run_1/detail.png
Region (32, 135) to (57, 160) µm. Cells in gray, sequential cells in the stronger gray; small squares are vias.
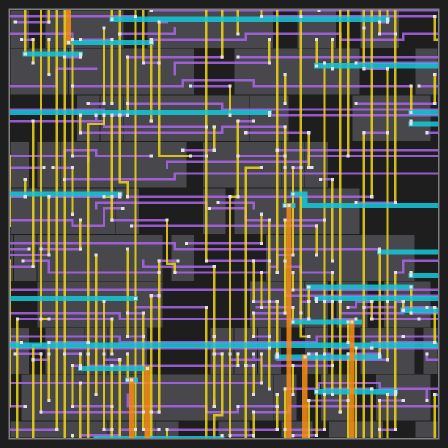
run_1/congestion.png
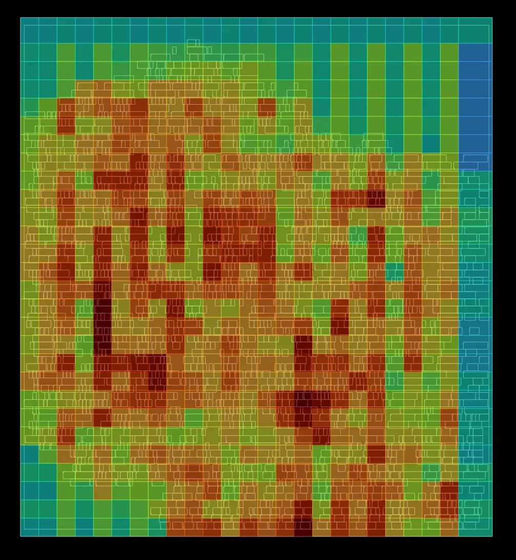
run_1/layer_met1.png
(2 px per µm)
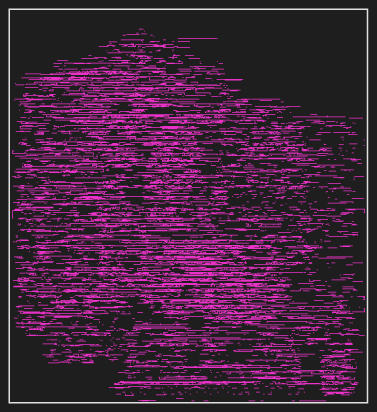
--- src/rtl/natural_log_scheduler_pkg.sv ---
// Shared widths, tag type, defaults and the ln(1+f) segment table.
// The table is used by the natural_log core inside natural_log_scheduler.
package natural_log_pkg;

    localparam int OPERAND_W       = 24;
    localparam int RESULT_W        = 12;
    localparam int FRAC_W          = 8;
    localparam int DEF_NUM_REQ     = 4;
    localparam int DEF_LOG_LATENCY = 4;
    localparam int TAG_ID_W        = 3;
    localparam int LN2_Q16         = 45426;

    typedef struct packed {
        logic                valid;
        logic [TAG_ID_W-1:0] id;
    } tag_t;

    // ln(1 + j/16) scaled by 2^16, breakpoints for linear interpolation
    function automatic logic [15:0] ln_seg(input logic [4:0] j);
        case (j)
            5'd0:    ln_seg = 16'd0;
            5'd1:    ln_seg = 16'd3973;
            5'd2:    ln_seg = 16'd7719;
            5'd3:    ln_seg = 16'd11262;
            5'd4:    ln_seg = 16'd14624;
            5'd5:    ln_seg = 16'd17821;
            5'd6:    ln_seg = 16'd20870;
            5'd7:    ln_seg = 16'd23783;
            5'd8:    ln_seg = 16'd26573;
            5'd9:    ln_seg = 16'd29248;
            5'd10:   ln_seg = 16'd31818;
            5'd11:   ln_seg = 16'd34292;
            5'd12:   ln_seg = 16'd36675;
            5'd13:   ln_seg = 16'd38975;
            5'd14:   ln_seg = 16'd41197;
            5'd15:   ln_seg = 16'd43345;
            5'd16:   ln_seg = 16'd45426;
            default: ln_seg = 16'd0;
        endcase
    endfunction

endpackage

--- src/rtl/natural_log_scheduler_core.sv ---
// natural_log core: ln of an 8-bit-fraction operand; results for operands below 1.0 clamp to 0.
// LATENCY counts the caller's operand register, so LATENCY-1 stages live here.
module natural_log
    import natural_log_pkg::*;
#(
    parameter int LATENCY = DEF_LOG_LATENCY
) (
    input  logic                 clk,
    input  logic                 rst_n,
    input  logic [OPERAND_W-1:0] i_operand,
    output logic [RESULT_W-1:0]  o_result
);

    logic [4:0]          w_msb;
    logic                w_ge_one;
    logic [15:0]         w_frac;
    logic [15:0]         w_lo;
    logic [15:0]         w_hi;
    logic [27:0]         w_prod;
    logic [16:0]         w_ln_m;
    logic [20:0]         w_total;
    logic [RESULT_W-1:0] w_ln;

    // leading-one position gives the power-of-two exponent
    always_comb begin
        w_msb = 5'd0;
        for (int b = 0; b < OPERAND_W; b++) begin
            w_msb = i_operand[b] ? 5'(b) : w_msb;
        end
    end

    assign w_ge_one = |i_operand[OPERAND_W-1:FRAC_W];
    assign w_frac   = 16'((i_operand << (5'd23 - w_msb)) >> 7);
    assign w_lo     = ln_seg({1'b0, w_frac[15:12]});
    assign w_hi     = ln_seg({1'b0, w_frac[15:12]} + 5'd1);
    assign w_prod   = 28'(w_hi - w_lo) * 28'(w_frac[11:0]);
    assign w_ln_m   = 17'(w_lo) + 17'(w_prod >> 12);
    assign w_total  = 21'(w_msb - 5'd8) * 21'(LN2_Q16) + 21'(w_ln_m);
    assign w_ln     = w_ge_one ? 12'((w_total + 21'd128) >> 8) : 12'd0;

    generate
        if (LATENCY > 1) begin : g_pipe
            logic [RESULT_W-1:0] r_pipe [LATENCY-1];

            // delay line keeping the result aligned with the scheduler tag pipeline
            always_ff @(posedge clk or negedge rst_n) begin
                if (!rst_n) begin
                    for (int s = 0; s < LATENCY-1; s++) begin
                        r_pipe[s] <= '0;
                    end
                end else begin
                    r_pipe[0] <= w_ln;
                    for (int s = 1; s < LATENCY-1; s++) begin
                        r_pipe[s] <= r_pipe[s-1];
                    end
                end
            end

            assign o_result = r_pipe[LATENCY-2];
        end else begin : g_comb
            assign o_result = w_ln;
        end
    endgenerate

endmodule

--- src/rtl/natural_log_scheduler_rr_arbiter.sv ---
// Round-robin arbiter: one-hot grant to the first request at or after i_ptr.
module rr_arbiter #(
    parameter int N     = 4,
    parameter int PTR_W = $clog2(N)
) (
    input  logic [N-1:0]     i_req,
    input  logic [PTR_W-1:0] i_ptr,
    output logic [N-1:0]     o_grant
);

    logic w_found;

    // wrap-around search starting at the pointer
    always_comb begin
        o_grant = '0;
        w_found = 1'b0;
        for (int k = 0; k < N; k++) begin
            if (!w_found && i_req[PTR_W'((int'(i_ptr) + k) % N)]) begin
                o_grant[PTR_W'((int'(i_ptr) + k) % N)] = 1'b1;
                w_found = 1'b1;
            end else begin
                w_found = w_found;
            end
        end
    end

endmodule

--- src/rtl/natural_log_scheduler.sv ---
// Round-robin scheduler sharing one natural_log core among NUM_REQ requesters.
// Optional per-requester result cache: define NATURAL_LOG_SCHEDULER_CACHE_EN.
module natural_log_scheduler
    import natural_log_pkg::*;
#(
    parameter int NUM_REQ     = DEF_NUM_REQ,
    parameter int LOG_LATENCY = DEF_LOG_LATENCY
) (
    input  logic                              clk,
    input  logic                              I_RSTn,
    input  logic [NUM_REQ-1:0]                req_valid,
    input  logic [NUM_REQ-1:0][OPERAND_W-1:0] req_data,
    output logic [NUM_REQ-1:0]                req_ready,
    output logic                              res_valid,
    output logic [$clog2(NUM_REQ)-1:0]        res_id,
    output logic [RESULT_W-1:0]               res_data
);

    localparam int ID_W = $clog2(NUM_REQ);

    logic [NUM_REQ-1:0]   r_pend;
    logic [ID_W-1:0]      r_ptr;
    logic [OPERAND_W-1:0] r_core_in;
    tag_t                 r_tag [LOG_LATENCY];
    tag_t                 w_tail;
    logic [NUM_REQ-1:0]   w_req;
    logic [NUM_REQ-1:0]   w_grant;
    logic [NUM_REQ-1:0]   w_hit;
    logic [ID_W-1:0]      w_gnt_idx;
    logic [ID_W-1:0]      w_ptr_nxt;
    logic                 w_accept;
    logic                 w_gnt_hit;
    logic                 w_issue;
    logic [RESULT_W-1:0]  w_core_out;
    logic [RESULT_W-1:0]  w_hit_res;

    assign w_tail    = r_tag[LOG_LATENCY-1];
    assign req_ready = ~r_pend;
    // a cache hit answers next cycle, so it must wait while a core result is due then
    assign w_req     = req_valid & ~r_pend & ~(w_hit & {NUM_REQ{w_tail.valid}});
    assign w_accept  = |w_grant;
    assign w_gnt_hit = |(w_grant & w_hit);
    assign w_issue   = w_accept & ~w_gnt_hit;
    assign w_ptr_nxt = (w_gnt_idx == ID_W'(NUM_REQ-1)) ? '0 : w_gnt_idx + ID_W'(1);

    rr_arbiter #(.N(NUM_REQ), .PTR_W(ID_W)) u_arb (
        .i_req   (w_req),
        .i_ptr   (r_ptr),
        .o_grant (w_grant)
    );

    natural_log #(.LATENCY(LOG_LATENCY)) u_core (
        .clk       (clk),
        .rst_n     (I_RSTn),
        .i_operand (r_core_in),
        .o_result  (w_core_out)
    );

    // one-hot grant to index
    always_comb begin
        w_gnt_idx = '0;
        for (int i = 0; i < NUM_REQ; i++) begin
            w_gnt_idx = w_grant[i] ? ID_W'(i) : w_gnt_idx;
        end
    end

    // arbitration pointer and per-requester outstanding flags
    always_ff @(posedge clk or negedge I_RSTn) begin
        if (!I_RSTn) begin
            r_ptr  <= '0;
            r_pend <= '0;
        end else begin
            r_ptr <= w_accept ? w_ptr_nxt : r_ptr;
            for (int i = 0; i < NUM_REQ; i++) begin
                if (w_issue && w_grant[i]) begin
                    r_pend[i] <= 1'b1;
                end else if (w_tail.valid && (w_tail.id == TAG_ID_W'(i))) begin
                    r_pend[i] <= 1'b0;
                end else begin
                    r_pend[i] <= r_pend[i];
                end
            end
        end
    end

    // core operand register and tag pipeline
    always_ff @(posedge clk or negedge I_RSTn) begin
        if (!I_RSTn) begin
            r_core_in <= '0;
            for (int s = 0; s < LOG_LATENCY; s++) begin
                r_tag[s] <= '0;
            end
        end else begin
            r_core_in      <= w_issue ? req_data[w_gnt_idx] : r_core_in;
            r_tag[0].valid <= w_issue;
            r_tag[0].id    <= TAG_ID_W'(w_gnt_idx);
            for (int s = 1; s < LOG_LATENCY; s++) begin
                r_tag[s] <= r_tag[s-1];
            end
        end
    end

    // result registers: core result or cache hit, never both in one cycle
    always_ff @(posedge clk or negedge I_RSTn) begin
        if (!I_RSTn) begin
            res_valid <= 1'b0;
            res_id    <= '0;
            res_data  <= '0;
        end else if (w_tail.valid) begin
            res_valid <= 1'b1;
            res_id    <= ID_W'(w_tail.id);
            res_data  <= w_core_out;
        end else if (w_accept && w_gnt_hit) begin
            res_valid <= 1'b1;
            res_id    <= w_gnt_idx;
            res_data  <= w_hit_res;
        end else begin
            res_valid <= 1'b0;
            res_id    <= res_id;
            res_data  <= res_data;
        end
    end

`ifdef NATURAL_LOG_SCHEDULER_CACHE_EN
    logic [NUM_REQ-1:0]   r_cache_vld;
    logic [OPERAND_W-1:0] r_cache_op  [NUM_REQ];
    logic [RESULT_W-1:0]  r_cache_res [NUM_REQ];
    logic [OPERAND_W-1:0] r_issued_op [NUM_REQ];

    // operand kept until its core result is written into the cache
    always_ff @(posedge clk or negedge I_RSTn) begin
        if (!I_RSTn) begin
            r_cache_vld <= '0;
            for (int i = 0; i < NUM_REQ; i++) begin
                r_cache_op[i]  <= '0;
                r_cache_res[i] <= '0;
                r_issued_op[i] <= '0;
            end
        end else begin
            for (int i = 0; i < NUM_REQ; i++) begin
                r_issued_op[i] <= (w_issue && w_grant[i]) ? req_data[i] : r_issued_op[i];
                if (w_tail.valid && (w_tail.id == TAG_ID_W'(i))) begin
                    r_cache_vld[i] <= 1'b1;
                    r_cache_op[i]  <= r_issued_op[i];
                    r_cache_res[i] <= w_core_out;
                end else begin
                    r_cache_vld[i] <= r_cache_vld[i];
                    r_cache_op[i]  <= r_cache_op[i];
                    r_cache_res[i] <= r_cache_res[i];
                end
            end
        end
    end

    // operand match against each requester's cached entry
    always_comb begin
        w_hit = '0;
        for (int i = 0; i < NUM_REQ; i++) begin
            w_hit[i] = r_cache_vld[i] && (req_data[i] == r_cache_op[i]);
        end
    end

    assign w_hit_res = r_cache_res[w_gnt_idx];
`else
    assign w_hit     = '0;
    assign w_hit_res = '0;
`endif

endmodule
--- config.mk ---
export PLATFORM = sky130hd
export DESIGN_NAME = natural_log_scheduler
export DESIGN_NICKNAME = d
export VERILOG_FILES = /design/src/rtl/natural_log_scheduler_pkg.sv /design/src/rtl/natural_log_scheduler_core.sv /design/src/rtl/natural_log_scheduler_rr_arbiter.sv /design/src/rtl/natural_log_scheduler.sv
export SDC_FILE = /design/constraint.sdc
export NUM_CORES = 1
export LEC_CHECK = 0
export CORE_ASPECT_RATIO = 1.1
export CORE_MARGIN = 1
export CORE_UTILIZATION = 50
export CTS_CLUSTER_SIZE = 16
export DETAILED_ROUTE_END_ITERATION = 8
export GPL_ROUTABILITY_DRIVEN = 0
export MAX_ROUTING_LAYER = met4
export PLACE_DENSITY = 0.72
export SLEW_MARGIN = 40
export SYNTH_ARGS = -nofsm -noshare
export SYNTH_HDL_FRONTEND = slang
export SYNTH_HIERARCHICAL = 1
export SYNTH_SLANG_ARGS = --single-unit
export TNS_END_PERCENT = 100
--- constraint.sdc ---
create_clock -name clk -period 17.25 [get_ports clk]
set_input_delay 3.45 -clock clk [delete_from_list [all_inputs] [get_ports clk]]
set_output_delay 3.45 -clock clk [all_outputs]
set_load 0.005 [all_outputs]
==> results.txt, run 1 <==
Numbers from the implementation run.

The first global-routing pass estimated 73.4 mm of wire. The startpoint of the lowest-slack register-to-register path is r_core_in[16]. The termination of the worst setup path is u_core/g_pipe.r_pipe[35]. The number of max-slew violations in the final report is 0. The share of synthesized area in the top cell type comes to 0.249. The count of buffers added by post-CTS timing repair for setup is 0.

Entering global routing, the biggest net connects ~71 pins. The number of hold-repair buffers added at the cts stage is 0.

The endpoint of the most critical register-to-register path is u_core/g_pipe.r_pipe[35]. The number of global-route vias before repair was approximately 15,000. The standard cell area after detailed placement is between 15,000 and 20,000 µm². Sorting the synthesized cells by area gives the leading types as sky130_fd_sc_hd__fa_1 (25%), sky130_fd_sc_hd__dfrtp_1 (14%), sky130_fd_sc_hd__ha_1 (13%), sky130_fd_sc_hd__inv_1 (8.3%), sky130_fd_sc_hd__nand2_1 (4.7%). The cell depth of the worst setup path is about 57. The classification of the worst-slack hold path is reg2reg.

The number of diodes added for antenna fixing is 0. The simple-gate area share of the yosys netlist is 0.164. The startpoint of the worst hold path is u_core/g_pipe.r_pipe[20]. The run finished with clean final reports. The most frequent logic cell in the layout is sky130_fd_sc_hd__inv_1. In this run the horizontal extent of the chip is about 180 µm. The class of the most critical setup path is reg2reg. The instance tally after logic synthesis is about 2,000. The final non-filler cell area is approximately 19,000 µm².
About detail.png:
| color | layer |
|---|---|
| yellow | metal 2 |
| cyan | metal 3 |
| orange | metal 4 |
| purple | metal 1 |
sequential cells in the window: 0
most frequent: fa_1 (12), nor2_1 (10), inv_1 (8)
cells with their middle in the window: 45

About congestion.png:
GR met1 Demand/Resource: 0.346
average detailed-routed wire length per instance: 17.5 µm
met2 Track Usage GR: 0.453
Final Util: 0.568

About layer_met1.png:
share of all routed wire: 41%
main direction: horizontal
total detailed-routing wirelength: 44.5 mm
overall via count from detail_route: 14,384

==> run 1: flip-flops by register name (all words and copies together), names as in the netlist <==
| register | count |
|---|---|
| res_data | 12 |
| r_pend | 4 |
| res_valid | 1 |
| r_core_in | 24 |
| res_id | 2 |
| r_ptr | 2 |
| u_core/g_pipe.r_pipe | 24 |
| u_core/o_result | 12 |
| r_tag | 12 |
==> run 1: routing by layer <==
metal,vias to the layer above,routed length (µm),global-route usage
met5,-,0,-
met4,0,1480,0.0970
met3,101,2660,0.0213
met2,528,22000,0.453
met1,7029,18400,0.346
li1,6726,-,-
run_1/sizes.png
(2 px per µm)
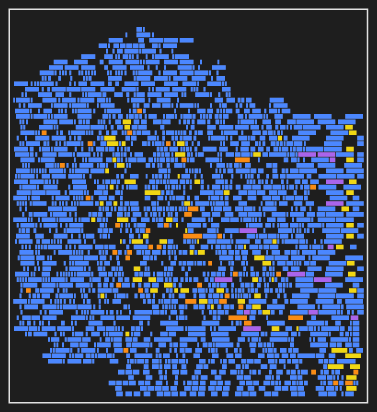

==> inputs of run 2 (changes only) <==
--- a/config.mk
+++ b/config.mk
@@ -6,7 +6,7 @@
 export NUM_CORES = 1
 export LEC_CHECK = 0
 export CORE_ASPECT_RATIO = 1.1
-export CORE_MARGIN = 1
+export CORE_MARGIN = 3
 export CORE_UTILIZATION = 50
 export CTS_CLUSTER_SIZE = 16
 export DETAILED_ROUTE_END_ITERATION = 8
run_2/sizes.png
(2 px per µm)
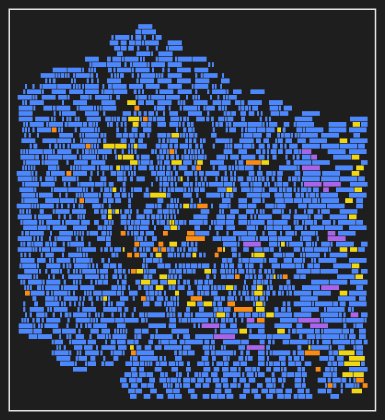
| color | size | cells | most used |
|---|---|---|---|
| orange | _3 and _4 cells | 37 | buf_4 |
| blue | _0 and _1 cells | 1,974 | inv_1 |
| yellow | _2 cells | 75 | mux2_2 |
| purple | _6 and larger | 17 | clkbuf_16 |
cell area after layout: 19,000 µm²
fin worst setup slack: 1.15 ns

==> results.txt, run 2 <==
Numbers from the implementation run.

The number of diodes added for antenna fixing is 0. The class of the most critical setup path is reg2reg. Checking hold timing, the worst path is listed with class reg2reg. The routed length on met3 is roughly 2.8 mm. The core utilization of the finished layout is 0.569. The area fraction of the largest cell type after synthesis is 0.249. met1 track demand over resource after global routing is 0.324. Once placement finished, the instance area stood at about 19,000 µm². The run finished with clean final reports.

The registers reported with the highest flop counts are r_core_in x24, u_core/g_pipe.r_pipe x24. The number of global-route vias before repair is about 15,000. The number of max-slew violations in the final report is 0. The termination of the worst setup path is u_core/g_pipe.r_pipe[29]. In this run the critical register-to-register path is captured at u_core/g_pipe.r_pipe[29]. Entering global routing, the biggest net connects roughly 70 pins. In this run, post-CTS hold repair placed 0 buffers. The detailed router placed roughly 14,000 vias in this run. The most utilized layer in the global route result is met2.
run_2/by_instance.png
(1.5 px per µm) Other cells in gray.
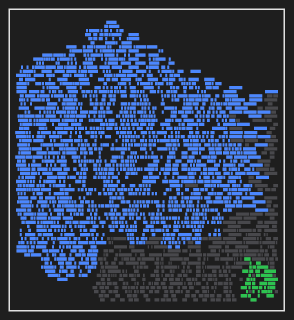
| color | instance | cells |
|---|---|---|
| green | `u_arb` | 39 |
| blue | `u_core` | 1,687 |

[run 2: area by class of cell]
type / count / area (µm²)
well taps: 432 / 541
fillers: 3019 / 14400
multi-input cells: 1459 / 13000
clock inverters: 6 / 100
inverters: 389 / 1460
clock buffers: 10 / 239
flip-flops and latches: 93 / 2330
repair buffers: 146 / 1400
[run 2: worst min-delay path by stage]
stage	from	end	slack, ns	cells after the start
after global placement	r_tag[5]	r_tag[1]	0.33	0
after global routing	u_core/g_pipe.r_pipe[21]	u_core/o_result[9]	0.36	0
after CTS	u_core/g_pipe.r_pipe[14]	u_core/o_result[2]	0.35	0
final	u_core/g_pipe.r_pipe[14]	u_core/o_result[2]	0.35	0
after detailed placement	u_core/g_pipe.r_pipe[14]	u_core/o_result[2]	0.33	0
after floorplan	r_tag[4]	r_tag[0]	0.33	0
